<file path="src/rtl/ctx_frame_ctrl.sv">
// Frame-level sequencer for the context-modelling datapath: clears the A/B/C/N
// context RAMs, admits pixels with valid/ready, drains the pipeline and flags completion.
module ctx_frame_ctrl #(
    parameter int NUM_CTX = 365,
    parameter int A_INIT  = 4,
    parameter int N_INIT  = 1,
    parameter int LEN_W   = 20
) (
    input  logic             clk,
    input  logic             reset,
    input  logic             frame_start,
    input  logic [LEN_W-1:0] frame_len,
    input  logic             in_valid,
    output logic             in_ready,
    output logic             ctx_en,
    input  logic             upd_we,
    input  logic [8:0]       upd_addr,
    input  logic [12:0]      upd_A,
    input  logic [6:0]       upd_B,
    input  logic [7:0]       upd_C,
    input  logic [6:0]       upd_N,
    output logic [8:0]       ram_addrb,
    output logic             ram_web,
    output logic [12:0]      ram_dinA,
    output logic [6:0]       ram_dinB,
    output logic [7:0]       ram_dinC,
    output logic [6:0]       ram_dinN,
    input  logic             coded_en,
    output logic             busy,
    output logic             frame_done,
    output logic             err
);

    typedef enum logic [2:0] {
        S_IDLE,
        S_INIT,
        S_RUN,
        S_DRAIN,
        S_DONE
    } state_t;

    state_t           state;
    state_t           state_nxt;
    logic [8:0]       init_cnt;
    logic [LEN_W-1:0] len_q;
    logic [LEN_W-1:0] acc_cnt;
    logic [LEN_W-1:0] cod_cnt;
    logic [LEN_W-1:0] acc_nxt;
    logic [LEN_W-1:0] cod_nxt;
    logic             accept;
    logic             cod_inc;
    logic             acc_last;
    logic             cod_last;
    logic             init_last;
    logic             err_set;

    // Handshake and counter arithmetic shared by the state logic and the registers.
    always_comb begin
        accept    = (state == S_RUN) && in_valid;
        cod_inc   = coded_en && ((state == S_RUN) || (state == S_DRAIN));
        acc_nxt   = acc_cnt + LEN_W'(accept);
        cod_nxt   = cod_cnt + LEN_W'(cod_inc);
        acc_last  = accept && (acc_nxt == len_q);
        cod_last  = cod_inc && (cod_nxt == len_q);
        init_last = (init_cnt == 9'(NUM_CTX - 1));
        err_set   = ((state == S_INIT) && upd_we)
                  || (coded_en && ((state == S_IDLE) || (state == S_INIT) || (state == S_DONE)))
                  || (cod_inc && (cod_nxt > acc_nxt));
    end

    // NOTE: every output of this block gets a default first so no path leaves a
    // signal unassigned, which would otherwise infer a latch.
    always_comb begin
        state_nxt  = state;
        in_ready   = 1'b0;
        ctx_en     = accept;
        busy       = (state != S_IDLE);
        frame_done = 1'b0;
        ram_web    = upd_we;
        ram_addrb  = upd_addr;
        ram_dinA   = upd_A;
        ram_dinB   = upd_B;
        ram_dinC   = upd_C;
        ram_dinN   = upd_N;

        case (state)
            S_IDLE: begin
                if (frame_start) state_nxt = S_INIT;
            end
            S_INIT: begin
                // Init owns the write port; a datapath write here is dropped.
                ram_web   = 1'b1;
                ram_addrb = init_cnt;
                ram_dinA  = 13'(A_INIT);
                ram_dinB  = '0;
                ram_dinC  = '0;
                ram_dinN  = 7'(N_INIT);
                if (init_last) state_nxt = (len_q == '0) ? S_DONE : S_RUN;
            end
            S_RUN: begin
                in_ready = 1'b1;
                if (cod_last)      state_nxt = S_DONE;
                else if (acc_last) state_nxt = S_DRAIN;
            end
            S_DRAIN: begin
                if (cod_last) state_nxt = S_DONE;
            end
            S_DONE: begin
                frame_done = 1'b1;
                state_nxt  = S_IDLE;
            end
            default: state_nxt = S_IDLE;
        endcase
    end

    // NOTE: sequential state uses non-blocking assignments so every register
    // samples the pre-edge values regardless of statement order.
    always_ff @(posedge clk or negedge reset) begin
        if (!reset) begin
            state    <= S_IDLE;
            init_cnt <= '0;
            len_q    <= '0;
            acc_cnt  <= '0;
            cod_cnt  <= '0;
            err      <= 1'b0;
        end else begin
            state <= state_nxt;
            if (err_set) err <= 1'b1;
            case (state)
                S_IDLE: begin
                    if (frame_start) begin
                        len_q    <= frame_len;
                        init_cnt <= '0;
                        acc_cnt  <= '0;
                        cod_cnt  <= '0;
                    end
                end
                S_INIT: init_cnt <= init_cnt + 9'd1;
                S_RUN, S_DRAIN: begin
                    acc_cnt <= acc_nxt;
                    cod_cnt <= cod_nxt;
                end
                default: ;
            endcase
        end
    end

endmodule
</file>
<file path="config.mk">
export PLATFORM = sky130hd
export DESIGN_NAME = ctx_frame_ctrl
export DESIGN_NICKNAME = d
export VERILOG_FILES = /design/src/rtl/ctx_frame_ctrl.sv
export SDC_FILE = /design/constraint.sdc
export NUM_CORES = 1
export LEC_CHECK = 0
export CORE_ASPECT_RATIO = 0.9
export CORE_MARGIN = 5
export CORE_UTILIZATION = 29
export CTS_BUF_LIST = sky130_fd_sc_hd__clkbuf_4
export CTS_CLUSTER_DIAMETER = 30
export DETAILED_ROUTE_END_ITERATION = 8
export SLEW_MARGIN = 20
export SYNTH_ARGS = -nofsm -noshare
export SYNTH_HDL_FRONTEND = slang
export SYNTH_SLANG_ARGS = --single-unit
</file>
<file path="constraint.sdc">
create_clock -name clk -period 9.6 [get_ports clk]
set_clock_uncertainty 0.15 [all_clocks]
set_input_delay 2.4 -clock clk [delete_from_list [all_inputs] [get_ports clk]]
set_output_delay 2.4 -clock clk [all_outputs]
set_load 0.03 [all_outputs]
</file>
==> run_1/zoom.png <==
Region (60, 52) to (100, 92) um. Cells in gray, sequential cells in the stronger gray; small squares are vias.
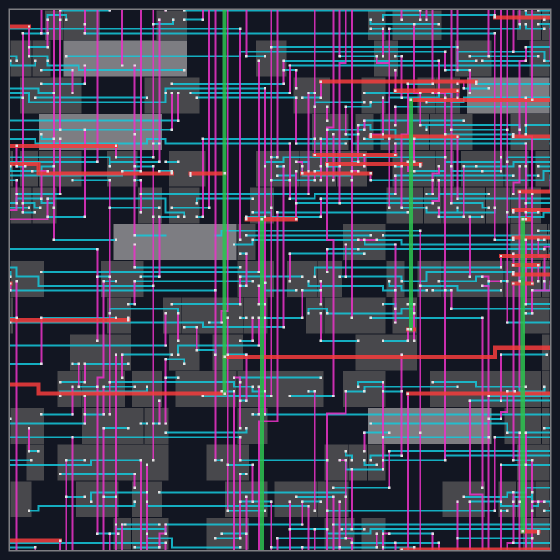
red -> met3
cyan -> met1
magenta -> met2
green -> met4
most frequent = xnor2_1 (11), nor2_1 (9), ha_1 (9)
netlist names of flops here include = acc_cnt (2)
cells with their middle in the window = 107
sequential cells in the window = 5

==> run_1/pins.png <==
Scale: 3 px per um. Pins as bars across the die edge, other pins in gray.
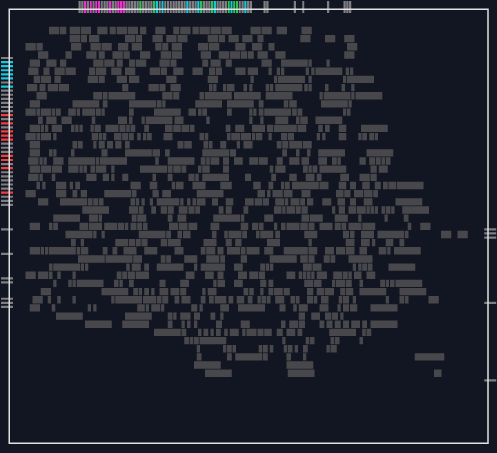
cyan -> upd_A  # pins 13, direction input, edge 7 top, 6 left
green -> upd_B  # pins 7, direction input, edge top
magenta -> upd_C  # pins 8, direction input, edge top
red -> ram_addrb  # pins 9, direction output, edge left
Die X-Extent: 159.1 um
DIE HEIGHT: 144.2 um
Port-buffer cells: 119

==> run summary, run 1 <==
The layout was made with Yosys and OpenROAD.

In this run the layout overhead on the synthesized area is reported as 25.68%. In this run, the synthesized area fraction spent on AND-OR/OR-AND gates is recorded as 14.77%. The startpoint of the most critical hold path is acc_cnt[17]. The clock passes through at most 2 buffers. The detailed-placement wirelength estimate is 13,420 um. Per the summary, power density relative to cell area is 212.8 nW/um^2. The number of setup violations in the final report is 0. The detailed router used layers up to and including met4. The share of synthesized area spent on multiplexers is 0.6901%. For the combinational group, total power comes out at 0.845 mW. Per report_power, the Sequential row totals 0.530 mW. The post-synth design cell area is 5802 sq um. Summed over all nets, the switching power comes to 0.7540 mW.

The yosys warning tally is 0. The number of maximum-capacitance violations is 0. The first global-routing pass estimated 28,730 um of wire. The vias per cell is 5.147. The maximum number of pins on one net before global-route repair is 74. Sorting the synthesized cells by how often they occur yields sky130_fd_sc_hd__nand2_1 (137), sky130_fd_sc_hd__o21ai_0 (74), sky130_fd_sc_hd__dfrtp_1 (73), sky130_fd_sc_hd__nor2_1 (51), sky130_fd_sc_hd__clkbuf_1 (50). The most instantiated flip-flop cell in the synthesis netlist is sky130_fd_sc_hd__dfrtp_1. The share of flip-flops with an asynchronous set or reset is 100.0%.

The area recorded from the Yosys report for this design is 5802 sq um. The arrival time of data at the worst endpoint is listed as 3760 ps. Summed over all nets, wire length on met2 after detailed routing comes to 7780 um. The number of optimization iterations in the first detailed-route pass is 5. For this run, the top clock speed supported by timing is 158.5 MHz. The met3 wirelength from detailed routing is 1278 um.

RePlAce ended its routability-driven mode at a weighted congestion of 0.9228. The finished cells cover 7292 sq um. Per the synthesis report, the XOR/XNOR share of the synthesized area is 10.37%. TritonCTS built the clock tree. Combinational logic burns 54.5% of the power. Adding up every negative setup slack in the final design gives 0 ps.

By instance count after routing, the leading logic cell types are sky130_fd_sc_hd__nand2_1 (136), sky130_fd_sc_hd__clkdlybuf4s50_1 (118), sky130_fd_sc_hd__o21ai_0 (74). The library cell used most frequently in the layout, excluding fill and tap cells, is sky130_fd_sc_hd__nand2_1. Of the synthesized area, sequential elements account for 31.49%.

The post-route clock period utilization is 65.71%. The initial standard-cell utilization of the core is 29.30%. The biggest area consumer among synthesized cells is sky130_fd_sc_hd__dfrtp_1.

The slew at the pin closest to its max-slew limit is 1051 ps. The routed metal-1 wire length is 8948 um. The launch instance of the worst register-to-register path is state[1]. Warnings raised by the tools during the run amount to 27.

The number of nets in the synthesized netlist is 847. The sequential fraction of design power is 34.1%. Global routing finished with a remaining overflow of 0. The timing report gives the clock slew at the launch and capture registers of the worst setup and hold paths as 130 ps. The power report shows net switching accounting for 48.59% of the total.

The met3 global-route usage is 4.132%. After synthesis, the largest area contributor takes up 31.49% of total cell area. The die covers 22,940 sq um. The deepest level of the CTS H-tree is 3.

The quantity of hold-fixing buffers added after cts is 0. The total cells reported by yosys after synthesis is 751. For this design, the sink count on the clock tree is 73. The starting DRC count in detailed routing is 536.

The simple-gate area share of the yosys netlist is 32.28%. The DRC violations left is 0. The I/O pin count is 120. For met1 alone, demand over resource in global routing was 22.62%. Summed over the clock group, the power is 0.177 mW. The total internal power is 0.7977 mW.

The required arrival time at the worst endpoint is 7050 ps. The worst setup path is of the in -> out kind. The clock latency at the later pin of the worst-skew pair is 480 ps.

The most frequently used library cell after synthesis is sky130_fd_sc_hd__nand2_1. The number of nets still failing antenna checks after routing is 0. The power group with the highest consumption is combinational logic. The per-cell routed wire length is 16.65 um. The shortest clock period the worst path allows after layout is 6308 ps. The final wirelength is 18,210 um. The synthesis report lists the most area-consuming cells as sky130_fd_sc_hd__dfrtp_1 (31%), sky130_fd_sc_hd__nand2_1 (8.9%), sky130_fd_sc_hd__o21ai_0 (6.4%). In this run, post-CTS repair resized a total of 0 instances. Across the VDD grid, the largest voltage drop is 0.0001141 V. Max fanout on the critical path was recorded as 3.

Per the slew report, the remaining headroom to the max-slew limit stands at 29.65%. The instance area after placement is 7149 sq um. The tree is rooted in a sky130_fd_sc_hd__clkbuf_4. The number of enable flip-flop cells is 0.

The number of max-slew violations in the final report is 0. The synthesized netlist devotes 5.607% of its cell area to adder and majority cells. The number of global-route vias before repair is 5,204. Total global-route track usage over all layers is 15.38%. The count of endpoints failing hold in the final timing report is 0. The gate count of the mapped netlist is 751.

The layout summary lists the proportion of cells stronger than drive strength 1 as 4.296%. Setup repair after global routing left no endpoint under its margin. The distinct cell type count after synthesis is 58.

The number of antenna violations at the first check in global routing is 1. The worst setup path is captured at an output port. The power report puts the leakage power at 2.974 nW. STA classifies the critical path startpoint as an input pin. The met2 track demand over resource in global routing is 22.69%.

In this run the most used layer during global routing was met2. The post-CTS setup-driven buffer insertion count is 0. The min-delay analysis places its worst path in the category reg -> reg. The total clock buffers created by CTS is 9. Once placement completed, the tool counted placed cells totaling 1,076. A synthesized cell averages 7.725 sq um.

The number of flip-flops and latches in the synthesized netlist is 73. The timing startpoint of the critical path is in_valid. The portion of total power attributed to the clock network is 11.4%.

Yosys shows that the main logic family after synthesis is simple AND/OR/NAND/NOR gates. The via count of the routed design is 5,631. The number of nets in the final layout is 929. The count of non-filler cells in the finished layout is 1,094. The flow ran to the end, and the final reports show no timing, DRC or antenna violations.
==> run_1/final_placement.png <==
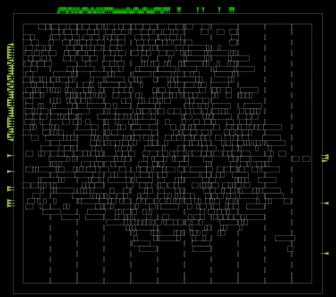
share of the core filled with cells: 36.82%
fraction of area in registers: 25.05%
fill cell instance count of the final layout: 2,086
Core Area: 19,800 sq um
row cnt: 49

run 1: per-stage QoR:
stage | total power, mW | util, % | setup WS [ps] | hold WS (ps)
floorplan | 1.060 | - | 3792 | 325.6
detailed placement | 1.374 | 36.10 | 3095 | 366.2
CTS | 1.558 | 36.66 | 3299 | 381.7
global placement | 1.368 | 36.10 | 3290 | 347.7
finish | 1.552 | 36.82 | 3292 | 380.6
global route | 1.675 | 36.82 | 3239 | 401.9
run 1: cell families after synthesis:
kind of cell / after synthesis
buffers and inverters: 73
AOI/OAI and AO/OA: 142
muxes: 4
DFF: 73
and+or+nand+nor: 369
xor gates and xnor gates: 64
adders and majority gates: 26
run 1: flip-flops by register name, indices dropped and copies added, names as in the netlist:
register,cells
init_cnt,9
acc_cnt,20
cod_cnt,20
err,1
len_q,20
state,3
run 1: critical path, cell delays in order:
cell and delay, ps:
sky130_fd_sc_hd__clkdlybuf4s50_1 450, sky130_fd_sc_hd__and3_1 210, sky130_fd_sc_hd__clkdlybuf4s50_1 700
run 1: worst paths after layout:
path,endpoint,slack (ps),cells past startpoint
max reg2reg,err,4880,16
min reg2reg,acc_cnt[17],380,1
max in group asynchronous,init_cnt[1],7010,2
min in group asynchronous,cod_cnt[8],1700,1
min,acc_cnt[17],380,1
max,ctx_en,3290,3
run 1: cell type report:
cell class / count / area [sq um] / share of cell area, %
inverter: 18 / 67.56 / 0.9266
clock inverter: 6 / 35.03 / 0.4804
antenna: 1 / 2.502 / 0.03432
sequential: 73 / 1827 / 25.05
tap: 255 / 319.1 / 4.375
clock buffer: 10 / 75.07 / 1.030
multi-input combinational: 605 / 3705 / 50.81
timing repair buffer: 126 / 1261 / 17.30
==> run 2, diff against run 1 <==
==> constraint.sdc (replaced) <==
create_clock -name clk -period 6.05 [get_ports clk]
set_clock_uncertainty 0.15 [all_clocks]
set_input_delay 1.5125 -clock clk [delete_from_list [all_inputs] [get_ports clk]]
set_output_delay 1.5125 -clock clk [all_outputs]
set_load 0.03 [all_outputs]
==> run_2/final_placement.png <==
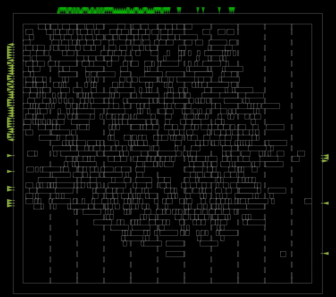
tapcell count: 255
fill cell instance count of the final layout: 2,062

==> run summary, run 2 <==
The layout was made with Yosys and OpenROAD.

The TritonCTS clock tree is built (unchanged). The leakage power figure is 2.995 nW (was 2.974 nW). The sequential power is 0.846 mW (was 0.530 mW). The arrival time at the worst endpoint is 5170 ps (was 3760 ps). The total of buffers placed on input and output ports is 119 (unchanged). The number of antenna violations at the first check in global routing is 0 (was 1). The maximum number of pins on one net before global-route repair is 74 (unchanged). The instance area after placement is 7157 sq um (was 7149 sq um). The I/O pin count came to 120 (unchanged).

Most frequent cells in the layout: sky130_fd_sc_hd__nand2_1 (136), sky130_fd_sc_hd__clkdlybuf4s50_1 (118), sky130_fd_sc_hd__o21ai_0 (74) (unchanged). The required arrival time at the worst endpoint came to 6300 ps (was 7050 ps). The maximum cell stage delay along the critical path is 470 ps (was 700 ps).

The initial standard-cell utilization of the core was 29.30% (unchanged). Static timing analysis puts the maximum clock frequency at 203.5 MHz. The number of enable flip-flop cells is 0 (unchanged). Leading registers by flop count: acc_cnt x20, cod_cnt x20, len_q x20 (unchanged). The most used logic cell in the final layout is sky130_fd_sc_hd__nand2_1 (unchanged). The power group with the highest consumption is combinational logic (unchanged). The standard cell core area came to 19,800 sq um (unchanged).

The worst slack at placement came to 644.7 ps (was 3095 ps). Cell types with the largest area share after synthesis: sky130_fd_sc_hd__dfrtp_1 (31%), sky130_fd_sc_hd__nand2_1 (8.9%), sky130_fd_sc_hd__o21ai_0 (6.4%) (unchanged). The final sum of negative setup slack came to 0 ps (unchanged). The portion of total power attributed to the clock network is 14.1% (was 11.4%).

Setup repair after global routing missed its margin: no (unchanged). The area taken by flip-flops and latches was 1827 sq um (unchanged). The kind of critical path is in -> reg (was in -> out). The final core utilization came to 37.13% (was 36.82%). The gate count of the mapped netlist is 751 (unchanged). The sequential fraction of design power came to 33.2% (was 34.1%). The maximum vdd ir drop is 0.0001826 V (was 0.0001141 V).

The total cells reported by yosys after synthesis came to 751 (unchanged). The most instantiated flip-flop cell in the synthesis netlist is sky130_fd_sc_hd__dfrtp_1 (unchanged). The share of flip-flops with an asynchronous set or reset is 100.0% (unchanged). The peak fanout along the critical path is 10 (was 3). The number of cells in the design after placement is 1,077 (was 1,076). The logic area is 3710 sq um (was 3705 sq um). The topmost layer with routed signal wires is met4 (unchanged). The clock latency at the later pin of the worst-skew pair is 470 ps (was 480 ps). The number of nets still failing antenna checks after routing was 0 (unchanged). The total clock buffers created by CTS is 9 (unchanged). OpenROAD reports that the post-layout worst path occupies 81.21% of the period. The routed metal-1 wire length came to 8661 um (was 8948 um).

The startpoint type of the worst setup path was an input pin (unchanged). The number of maximum-capacitance violations is 0 (unchanged). The wire length on met2 is 8041 um (was 7780 um). The number of max-slew violations in the final report is 0 (unchanged).

The post-CTS setup-driven buffer insertion count is 0 (unchanged). The number of warning messages in the logs is 27 (unchanged). The post-cts gate resize count is 0 (unchanged). The maximum buffer depth of the clock tree was 2 (unchanged). The number of nets in the final layout is 930 (was 929). The clock sink count is 73 (unchanged).

The quantity of hold-fixing buffers added after cts is 0 (unchanged). The worst hold margin came to 388.7 ps (was 380.6 ps). The final setup slack of the worst path was 1137 ps (was 3292 ps). The number of setup violations in the final report is 0 (unchanged). The slew at the pin closest to its max-slew limit is 741.1 ps (was 1051 ps).

The share of the synthesized area in the top cell type is 31.49% (unchanged). The layout-stage area growth over the synthesis result came to 26.72% (was 25.68%). The cell with the most instances after synthesis was sky130_fd_sc_hd__nand2_1 (unchanged). The post-synthesis average cell area came to 7.725 sq um (unchanged).

The number of optimization iterations in the first detailed-route pass is 5 (unchanged). The detailed-placement wirelength estimate is 13,580 um (was 13,420 um). The number of flip-flops and latches in the synthesized netlist is 73 (unchanged). The yosys warning tally is 0 (unchanged). The cell chosen for the clock root was sky130_fd_sc_hd__clkbuf_4 (unchanged). The wire length of the first global-routing pass was 29,040 um (was 28,730 um). Cell Chain, Critical Path: clkdlybuf4s50_1, and3_1, ha_1, ha_1, nand4_1, nor4_2, and3_1, xnor2_1, ha_1, nand4_1, nor3_1, nand4_1, nor2_1, nor4_1, a22oi_1 (was clkdlybuf4s50_1, and3_1, clkdlybuf4s50_1). The floorplan row count is 49 (unchanged).

The distinct cell type count after synthesis is 58 (unchanged). The clock network power consumption is 0.359 mW (was 0.177 mW). The combinational share of power is 52.7% (was 54.5%).

The met3 wirelength from detailed routing is 1210 um (was 1278 um). The kind of end point of the critical path is a register (was output port). The per-cell routed wire length was 16.49 um (was 16.65 um).

The worst hold path class is reg -> reg (unchanged). The total internal power came to 1.348 mW (was 0.7977 mW). The deepest level of the CTS H-tree was 3 (unchanged). The total power per unit cell area is 346.8 nW/um^2 (was 212.8 nW/um^2). The share of the yosys chip area belonging to registers is 31.49% (unchanged). Status: finished clean (unchanged).

The vias per cell is 5.145 (was 5.147). The remaining global-route overflow is 0 (unchanged). The slowest stage cell on the critical path was sky130_fd_sc_hd__clkdlybuf4s50_1 (unchanged). The clock-pin transition on the worst setup and hold timing paths came to 140 ps (was 130 ps). The count of non-filler cells in the finished layout was 1,095 (was 1,094). The post-synth design cell area was 5802 sq um (unchanged). The number of nets in the synthesized netlist is 847 (unchanged). The die span in x was 159.1 um (unchanged). The switching power share of the total is 47.13% (was 48.59%). The biggest area consumer among synthesized cells was sky130_fd_sc_hd__dfrtp_1 (unchanged). The power spent charging and discharging nets came to 1.202 mW (was 0.7540 mW). The normalized max-slew margin was 50.37% (was 29.65%).

The number of global-route vias before repair was 5,444 (was 5,204). The vertical die dimension was 144.2 um (unchanged). The power consumed by combinational cells is 1.34 mW (was 0.845 mW). The routed design could run at a clock period as short as 4913 ps. The total power after layout is 2.550 mW (was 1.552 mW). The count of endpoints failing hold in the final timing report was 0 (unchanged). The synthesized chip area reported by yosys is 5802 sq um (unchanged). Most frequent cells after synthesis: sky130_fd_sc_hd__nand2_1 (137), sky130_fd_sc_hd__o21ai_0 (74), sky130_fd_sc_hd__dfrtp_1 (73), sky130_fd_sc_hd__nor2_1 (51), sky130_fd_sc_hd__clkbuf_1 (50) (unchanged). The DRC violations left is 0 (unchanged). The chip footprint is 22,940 sq um (unchanged). The global-route usage over all layers is 15.47% (was 15.38%). The area of all placed cells without fillers was 7352 sq um (was 7292 sq um). The placer congestion estimate is 0.8790 (was 0.9228).

The fraction of layout cells with a size suffix above 1 is 4.291% (was 4.296%). The starting DRC count in detailed routing is 522 (was 536).
==> run_2/met2.png <==
Scale: 2 px per um.
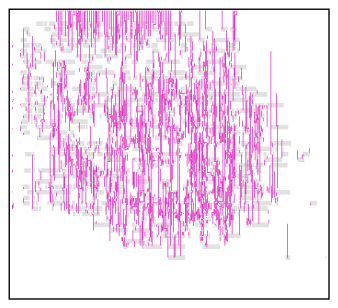
share of all routed wire = 45%
wire length on this layer = 8,040 um
main direction = vertical
Total Wirelength: 18,060 um
met2 GRT Util: 24.27%
via count of the routed design: 5,634

-- run 2: cell counts after synthesis --
Identical to the previous run, type by type.
-- run 2: worst paths after layout --
path / startpoint / end / slack, ps / cells past startpoint
max: in_valid / err / 1140 / 15
min: init_cnt[8] / init_cnt[8] / 390 / 1
max reg2reg: state[1] / err / 1380 / 15
min reg2reg: init_cnt[8] / init_cnt[8] / 390 / 1
max in group asynchronous: reset / len_q[5] / 4400 / 2
min in group asynchronous: reset / cod_cnt[10] / 750 / 1
-- run 2: per-layer routing --
layer	vias up	global-route usage (%)
met4	0	2.289
met1	2651	21.95
met5	-	0
met2	178	24.27
met3	18	4.218
li1	2787	-
-- run 2: critical path, delay by kind of cell --
family | cells | cell delay (ps)
AND/OR/NAND/NOR | 9 | 2000
AND-OR/OR-AND | 1 | 190
adder cells (fa/ha/maj) | 3 | 910
buffers and inverters | 1 | 470
XOR/XNOR | 1 | 80
-- run 2: kinds of logic (layout without fill, tap and decap cells) --
| kind of cell | count (synthesis) | after routing | share of synthesized area (%) |
|---|---|---|---|
| flip-flops | 73 | 73 | 31.49 |
| multiplexers | 4 | 4 | 0.6901 |
| AND-OR/OR-AND | 142 | 142 | 14.77 |
| XOR/XNOR | 64 | 64 | 10.37 |
| other | 0 | 1 | 0 |
| AND/OR/NAND/NOR | 369 | 369 | 32.28 |
| buffers and inverters | 73 | 161 | 4.787 |
| adder cells (fa/ha/maj) | 26 | 26 | 5.607 |
-- run 2: cell type report --
class,instances,share of cell area (%)
Sequential cell,73,24.85
Inverter,18,0.9190
Antenna cell,1,0.03404
Tap cell,255,4.340
Timing Repair Buffer,127,17.26
Clock buffer,10,1.021
Clock inverter,6,1.123
Multi-Input combinational cell,605,50.46
Power is estimated from default activity; no workload was simulated.
